**Run 1: routed metal per tile**

The die is cut into 16 by 20 equal tiles; black is low, pale yellow is high, scaled to the fullest tile. Values are wire area over tile area, all layers added.
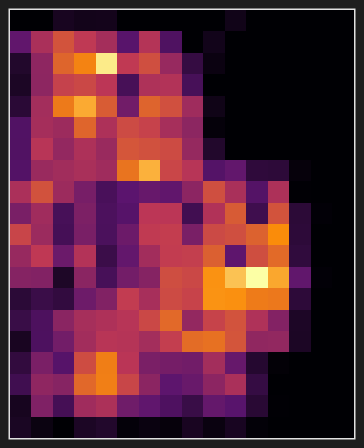
**Run 1: cell placement**

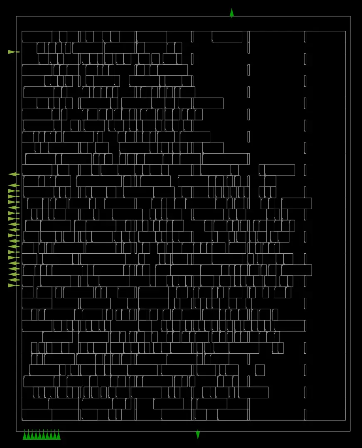
**Run 1: wiring by layer**

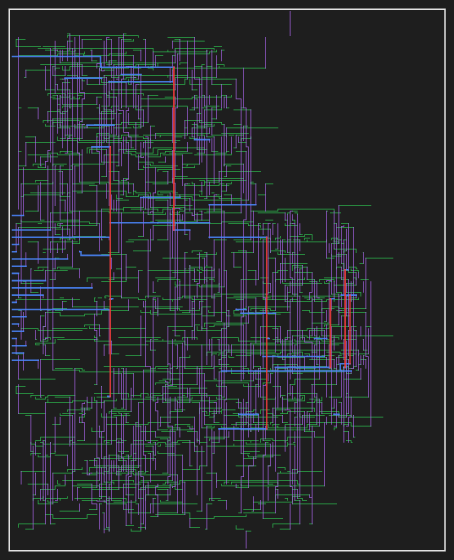
`src/rtl/gray_stream_src_if.sv`:
```
// Pixel handshake between the frame-buffer read FIFO (master) and gray_stream_src (slave).
interface gray_stream_src_if;
    logic [15:0] pix_data;
    logic        pix_valid;
    logic        pix_ready;

    modport master (output pix_data, output pix_valid, input pix_ready);
    modport slave  (input pix_data, input pix_valid, output pix_ready);
endinterface

```
`src/rtl/gray_stream_src.sv`:
```
// Raster video source: RGB565 FIFO pixels -> 8-bit gray with de/vs timing, 2-cycle datapath latency.
// Optional macro GRAY_CONV_EN: full luminance; when undefined, o_data is the expanded green channel.
module gray_stream_src #(
    parameter int COL_NUM = 320,
    parameter int ROW_NUM = 720,
    parameter int H_BLANK = 40,
    parameter int VS_LEN  = 4,
    parameter int V_BP    = 20
) (
    input  logic               sclk,
    input  logic               rst,
    input  logic               en,
    gray_stream_src_if.slave   pix,
    output logic [7:0]         o_data,
    output logic               o_de,
    output logic               o_vs,
    output logic               frame_done,
    output logic               underflow
);
    typedef enum logic [2:0] {IDLE, VS, VBP, ACTIVE, HBLANK} state_t;

    localparam logic [15:0] COL_LAST = 16'(COL_NUM - 1);
    localparam logic [15:0] ROW_LAST = 16'(ROW_NUM - 1);
    localparam logic [15:0] HB_LAST  = 16'(H_BLANK - 1);
    localparam logic [15:0] VS_LAST  = 16'(VS_LEN - 1);
    localparam logic [15:0] VBP_LAST = 16'(V_BP - 1);

    state_t      state, state_nxt;
    logic [15:0] cnt, cnt_nxt, col_cnt, col_nxt, row_cnt, row_nxt;
    logic        slot, frame_end;
    logic [1:0]  de_pipe, vs_pipe, done_pipe;

    always_ff @(posedge sclk) begin
        if (rst) begin
            state   <= IDLE;
            cnt     <= '0;
            col_cnt <= '0;
            row_cnt <= '0;
        end else begin
            state   <= state_nxt;
            cnt     <= cnt_nxt;
            col_cnt <= col_nxt;
            row_cnt <= row_nxt;
        end
    end

    always_comb begin
        state_nxt = state;
        cnt_nxt   = cnt;
        col_nxt   = col_cnt;
        row_nxt   = row_cnt;
        case (state)
            IDLE: begin
                cnt_nxt = '0;
                if (en) state_nxt = VS;
            end
            VS: begin
                if (cnt == VS_LAST) begin
                    state_nxt = VBP;
                    cnt_nxt   = '0;
                end else begin
                    cnt_nxt = cnt + 16'd1;
                end
            end
            VBP: begin
                if (cnt == VBP_LAST) begin
                    state_nxt = ACTIVE;
                    cnt_nxt   = '0;
                    col_nxt   = '0;
                end else begin
                    cnt_nxt = cnt + 16'd1;
                end
            end
            ACTIVE: begin
                if (col_cnt == COL_LAST) begin
                    state_nxt = HBLANK;
                    col_nxt   = '0;
                    cnt_nxt   = '0;
                end else begin
                    col_nxt = col_cnt + 16'd1;
                end
            end
            HBLANK: begin
                if (cnt == HB_LAST) begin
                    cnt_nxt = '0;
                    if (row_cnt < ROW_LAST) begin
                        state_nxt = ACTIVE;
                        row_nxt   = row_cnt + 16'd1;
                    end else begin
                        state_nxt = IDLE;
                        row_nxt   = '0;
                    end
                end else begin
                    cnt_nxt = cnt + 16'd1;
                end
            end
            default: state_nxt = IDLE;
        endcase
    end

    // Every ACTIVE cycle is a slot regardless of pix_valid so raster timing never stalls.
    assign slot          = (state == ACTIVE);
    assign pix.pix_ready = slot;
    // First HBLANK cycle of the last row; two pipeline stages later it lands right after the final o_de.
    assign frame_end     = (state == HBLANK) && (cnt == '0) && (row_cnt == ROW_LAST);

    always_ff @(posedge sclk) begin
        if (rst) begin
            de_pipe   <= '0;
            vs_pipe   <= '0;
            done_pipe <= '0;
            underflow <= 1'b0;
        end else begin
            de_pipe   <= {de_pipe[0], slot};
            vs_pipe   <= {vs_pipe[0], state == VS};
            done_pipe <= {done_pipe[0], frame_end};
            if (slot && !pix.pix_valid) underflow <= 1'b1;
        end
    end

    assign o_de       = de_pipe[1];
    assign o_vs       = vs_pipe[1];
    assign frame_done = done_pipe[1];

`ifdef GRAY_CONV_EN
    logic [15:0] pix_in;
    logic [7:0]  r8, g8, b8;
    logic [15:0] prod_r, prod_g, prod_b;

    assign pix_in = (slot && pix.pix_valid) ? pix.pix_data : '0;
    assign r8 = {pix_in[15:11], pix_in[15:13]};
    assign g8 = {pix_in[10:5],  pix_in[10:9]};
    assign b8 = {pix_in[4:0],   pix_in[4:2]};

    always_ff @(posedge sclk) begin
        if (rst) begin
            prod_r <= '0;
            prod_g <= '0;
            prod_b <= '0;
            o_data <= '0;
        end else begin
            prod_r <= 16'(r8) * 16'd77;
            prod_g <= 16'(g8) * 16'd150;
            prod_b <= 16'(b8) * 16'd29;
            // Weights sum to 256, so the 16-bit sum cannot overflow.
            o_data <= 8'((prod_r + prod_g + prod_b) >> 8);
        end
    end
`else
    logic [5:0] g_in;
    logic [7:0] g_s1;

    assign g_in = (slot && pix.pix_valid) ? pix.pix_data[10:5] : '0;

    always_ff @(posedge sclk) begin
        if (rst) begin
            g_s1   <= '0;
            o_data <= '0;
        end else begin
            g_s1   <= {g_in, g_in[5:4]};
            o_data <= g_s1;
        end
    end
`endif
endmodule

```
`src/flat_wrapper.sv`:
```
// flat-port wrapper written by rule: the top's interface ports become plain ports
module gray_stream_src_flat 
#(
    parameter int COL_NUM = 320,
    parameter int ROW_NUM = 720,
    parameter int H_BLANK = 40,
    parameter int VS_LEN  = 4,
    parameter int V_BP    = 20
)
  (sclk, rst, en, o_data, o_de, o_vs, frame_done, underflow, pix_pix_data, pix_pix_valid, pix_pix_ready);
  gray_stream_src_if pix_i ();
  input  logic sclk;
  input  logic rst;
  input  logic en;
  output logic [7:0] o_data;
  output logic o_de;
  output logic o_vs;
  output logic frame_done;
  output logic underflow;
  input wire logic [$bits(pix_i.pix_data)-1:0] pix_pix_data;
  input wire logic [$bits(pix_i.pix_valid)-1:0] pix_pix_valid;
  output wire logic [$bits(pix_i.pix_ready)-1:0] pix_pix_ready;
  assign pix_i.pix_data = pix_pix_data;
  assign pix_i.pix_valid = pix_pix_valid;
  assign pix_pix_ready = pix_i.pix_ready;
  gray_stream_src #(.COL_NUM(COL_NUM), .ROW_NUM(ROW_NUM), .H_BLANK(H_BLANK), .VS_LEN(VS_LEN), .V_BP(V_BP)) u_core (.sclk(sclk), .rst(rst), .en(en), .pix(pix_i), .o_data(o_data), .o_de(o_de), .o_vs(o_vs), .frame_done(frame_done), .underflow(underflow));
endmodule
```
`config.mk`:
```
export PLATFORM = sky130hd
export DESIGN_NAME = gray_stream_src_flat
export DESIGN_NICKNAME = d
export VERILOG_FILES = /design/src/rtl/gray_stream_src_if.sv /design/src/rtl/gray_stream_src.sv /design/src/flat_wrapper.sv
export SDC_FILE = /design/constraint.sdc
export NUM_CORES = 1
export LEC_CHECK = 0
export ABC_AREA = 1
export ABC_CLOCK_PERIOD_IN_PS = 2700
export CORE_ASPECT_RATIO = 1.25
export CORE_UTILIZATION = 45
export DETAILED_ROUTE_END_ITERATION = 10
export PLACE_DENSITY = 0.75
export SYNTH_ARGS = -nofsm -noshare
export SYNTH_HDL_FRONTEND = slang
export SYNTH_SLANG_ARGS = --single-unit
```
`constraint.sdc`:
```
create_clock -name sclk -period 2.7 [get_ports sclk]
set_input_delay 0.54 -clock sclk [delete_from_list [all_inputs] [get_ports sclk]]
set_output_delay 0.54 -clock sclk [all_outputs]
set_load 0.1 [all_outputs]
```
==> out/notes.md, run 1 <==
For the pin count of the biggest net entering global routing, the log shows 40. The run finished with clean final reports. The switching power as a share of total power was 28.1%. Synthesis instantiated 44 different standard cells from the library. The floorplan report gives the top-level pin count as 33. Per the post-place timing report, worst setup slack is 0.737 ns. Accumulated negative setup slack: 0 ns. Counting instances in the post-synthesis netlist gives the leading cell types as sky130_fd_sc_hd__nand2_1 (83), sky130_fd_sc_hd__nor2_1 (73), sky130_fd_sc_hd__dfxtp_1 (70). With the combinational logic power at 0.000394 W, the count of warnings emitted by yosys is 0.

STA classifies the critical path startpoint as a flip-flop. The via count of the first global-routing pass was 3083; the antenna cell count was 0. The power report attributes to the clock group a share of 40.6%. The clock tree has to reach 70 sinks.

The summed standard-cell area reported by yosys was 3570 um^2. The tools report the worst flop-to-flop path endpoint as u_core.row_cnt[8]. The main area contributors are sky130_fd_sc_hd__dfxtp_1 (39%), sky130_fd_sc_hd__nand2_1 (8.7%), sky130_fd_sc_hd__nand3_1 (7.9%). In this run the worst setup path begins at u_core.cnt[1]. The power in sequential cells came out at 0.00109 W.

Per the synth stats, the flop cell with the highest instance count is sky130_fd_sc_hd__dfxtp_1. Fraction of the mapped netlist area in compound gates: 10.8%. The first detailed-routing pass ran for 4 iterations. The number of nets at floorplan is 525, and the logic depth of the worst path, buffers included is 11. The share of power burned in registers was 43.7%.

TritonCTS created 9 clock buffers. The synthesized design contains 0 enable-type register cells. The post-route fraction of the period consumed by the critical path was 73.2%; the vertical die size was 102 um.

The most common logic cell in the routed design was sky130_fd_sc_hd__nand2_1. The internal portion of the total power is 0.00180 W. Hold analysis shows the worst path with a depth of 2. Once placement finished, the instance area stood at 3820 um^2. In the final report, the number of hold violations comes to 0.

The synth_stat.txt file lists the number of cells as 500. The transition time recorded at the tightest slew-check pin is 0.683 ns. Fmax: 0.506 GHz. Count of hold buffers inserted by post-cts repair: 0.

In this run, the synthesized area fraction spent on adder and majority cells is recorded as 1.75%.
Notes on 'routed metal per tile' above:
nearly empty tiles = 28%
fullest tile = 0.53
mean over tiles = 0.15
densest ninth of the die = center
emptiest ninth of the die = north-east
tiles over half the peak = 21%
via count: 3234
routed wire length: 7690 um
wire length per cell: 12.5 um
GRT Util Overall: 20.4%

Notes on 'cell placement' above:
area of the core: 7530 um^2
count of fill cells added during filler insertion: 738

Notes on 'wiring by layer' above:
M3 -> blue  # wire length 304 um
M2 -> purple  # wire length 3870 um
M1 -> green  # wire length 3360 um
M4 -> red  # wire length 158 um

run 1: layout make-up:
class | count | area (um^2)
clock inverter | 5 | 108
timing repair buffer | 25 | 235
multi-input combinational | 350 | 1820
tap | 92 | 115
clock buffer | 10 | 128
sequential | 70 | 1400
fill | 738 | 3480
inverter | 64 | 245
run 1: layer usage:
layer | track usage [%] | vias to the layer above | wire length (um)
li1 | - | 1668 | -
met1 | 24.0 | 1483 | 3360
met2 | 36.0 | 67 | 3870
met3 | 3.60 | 16 | 304
met4 | 8.37 | 0 | 157
met5 | 0 | - | 0
--- run 2 (diff from run 1) ---
--- a/config.mk
+++ b/config.mk
@@ -6,11 +6,11 @@
 export NUM_CORES = 1
 export LEC_CHECK = 0
 export ABC_AREA = 1
-export ABC_CLOCK_PERIOD_IN_PS = 2700
+export ABC_CLOCK_PERIOD_IN_PS = 1620
 export CORE_ASPECT_RATIO = 1.25
 export CORE_UTILIZATION = 45
 export DETAILED_ROUTE_END_ITERATION = 10
-export PLACE_DENSITY = 0.75
+export PLACE_DENSITY = 0.77
 export SYNTH_ARGS = -nofsm -noshare
 export SYNTH_HDL_FRONTEND = slang
 export SYNTH_SLANG_ARGS = --single-unit
==> constraint.sdc (replaced) <==
create_clock -name sclk -period 1.62 [get_ports sclk]
set_input_delay 0.324 -clock sclk [delete_from_list [all_inputs] [get_ports sclk]]
set_output_delay 0.324 -clock sclk [all_outputs]
set_load 0.1 [all_outputs]
==> out/notes.md, run 2 <==
The flow ran to the end, and the final reports show no timing, DRC or antenna violations. Per the layout area report, the combinational gate area comes to 2040 um^2. For met3 alone, demand over resource in global routing was 4.86%. The uppermost layer routed is met4. When the netlist entered floorplanning its net count stood at 525. The logic share of the area was 41.5%. The layer flagged by global routing as most heavily used is met2. In this run, synthesis inferred 0 flip-flops with an integrated enable. Before antenna repair, the detailed router went through 4 iterations.

The transition time at the pin with the least slew margin is 0.356 ns, and the half-perimeter wire length after placement is 6380 um. Layout buffer count excluding clock buffers: 90. For this sky-water flow run, the detailed-routed wirelength per cell is reported as 13.8 um.

The most common logic cell in the routed design is sky130_fd_sc_hd__nand2_1. Post-route period utilization is reported as 99.6%. The detailed router reported a total wirelength of 9420 um. Combinational power for this build is 0.000973 W. Clock buffer count from CTS: 9. The count of hold buffers inserted by post-cts repair is 0, and the number of failing hold endpoints at the final stage is 0.

Per the OpenROAD floorplan log, the height of the die is 102 um. The power in sequential cells is 0.00186 W. The launch point of the critical path was reported as u_core.cnt[13]. Layout multi-input combinational cell count: 350. After layout the signal buffers, clock cells excluded, come to 18.2% of cell area.

The flow reports that sequential cells draw 44.9% of the design power. The worst flop-to-flop path endpoint was u_core.row_cnt[4]. The top cell class by occupied area is logic gates. STA classifies the critical path startpoint as a flip-flop.

The run gives 44 for the count of unique library cells instantiated by Yosys. Global routing used 23.6% of the available tracks across all layers. After detailed placement, the total cell area comes to 4390 um^2.

The well-tap cell count was 92. The logs give 7530 um^2 for the core region area and 0 ns for the accumulated negative setup slack. Internal power comes to 0.00280 W. In the detailed route, the total length drawn on met2 is 4920 um. Of all the cell area in the finished design, the clock network holds 3.73%. Across the whole layout, storage elements make up 29.1% of the cell area. The run gives 3646 for the via count. With the sequential cell area at 1430 um^2, the cell total in the yosys stat output is 500.

The run gives 0 for the final setup violation count. Entering global routing, the biggest net connects 14 pins. The final layout report lists a filler cell count of 569.

Wire segments on met3 add up to 416 um in the final route. According to the I/O placement log, the pin count is 33. The global routing met1 resource utilization is 25.8%.

With the summed standard-cell area reported by yosys at 3570 um^2, the count of inverters not on the clock network in the layout is 64. Net switching is 32.4% of the power.
run 2: kinds of logic (layout without fill, tap and decap cells):
family | Yosys count | after routing | share of synthesized area [%]
adder cells (fa/ha/maj) | 5 | 5 | 1.75
AND-OR/OR-AND | 67 | 67 | 10.8
buffers and inverters | 80 | 170 | 9.75
flip-flops | 70 | 70 | 39.3
XOR/XNOR | 12 | 12 | 2.95
AND/OR/NAND/NOR | 265 | 265 | 35.2
multiplexers | 1 | 1 | 0.281
run 2: what timing repair did:
item,4_1_cts,5_1_grt
gates resized,20,56
endpoints found under the setup margin,22,42
pin swaps,7,19
buffers inserted,3,6
endpoints found under the hold margin,0,0
run 2: worst max-delay path: cells and delay by family (launching register included):
family          cells  cell delay [ns]
flops               1             0.35
simple gates        5             0.90
compound gates      1             0.13
buf+inv             1             0.16
**Run 2: routed metal per tile**

The die is cut into 16 by 20 equal tiles; black is low, pale yellow is high, scaled to the fullest tile. Values are wire area over tile area, all layers added.
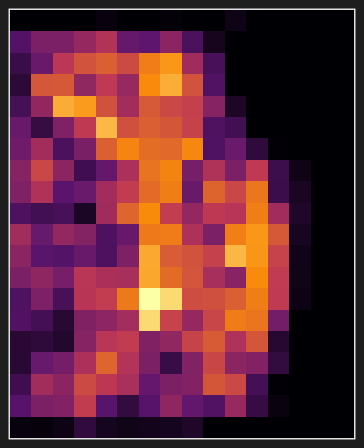
emptiest ninth of the die = north-east
mean over tiles = 0.18
densest ninth of the die = center
fullest tile = 0.61

Power figures rest on the tool's default switching activity, not on a simulated workload.
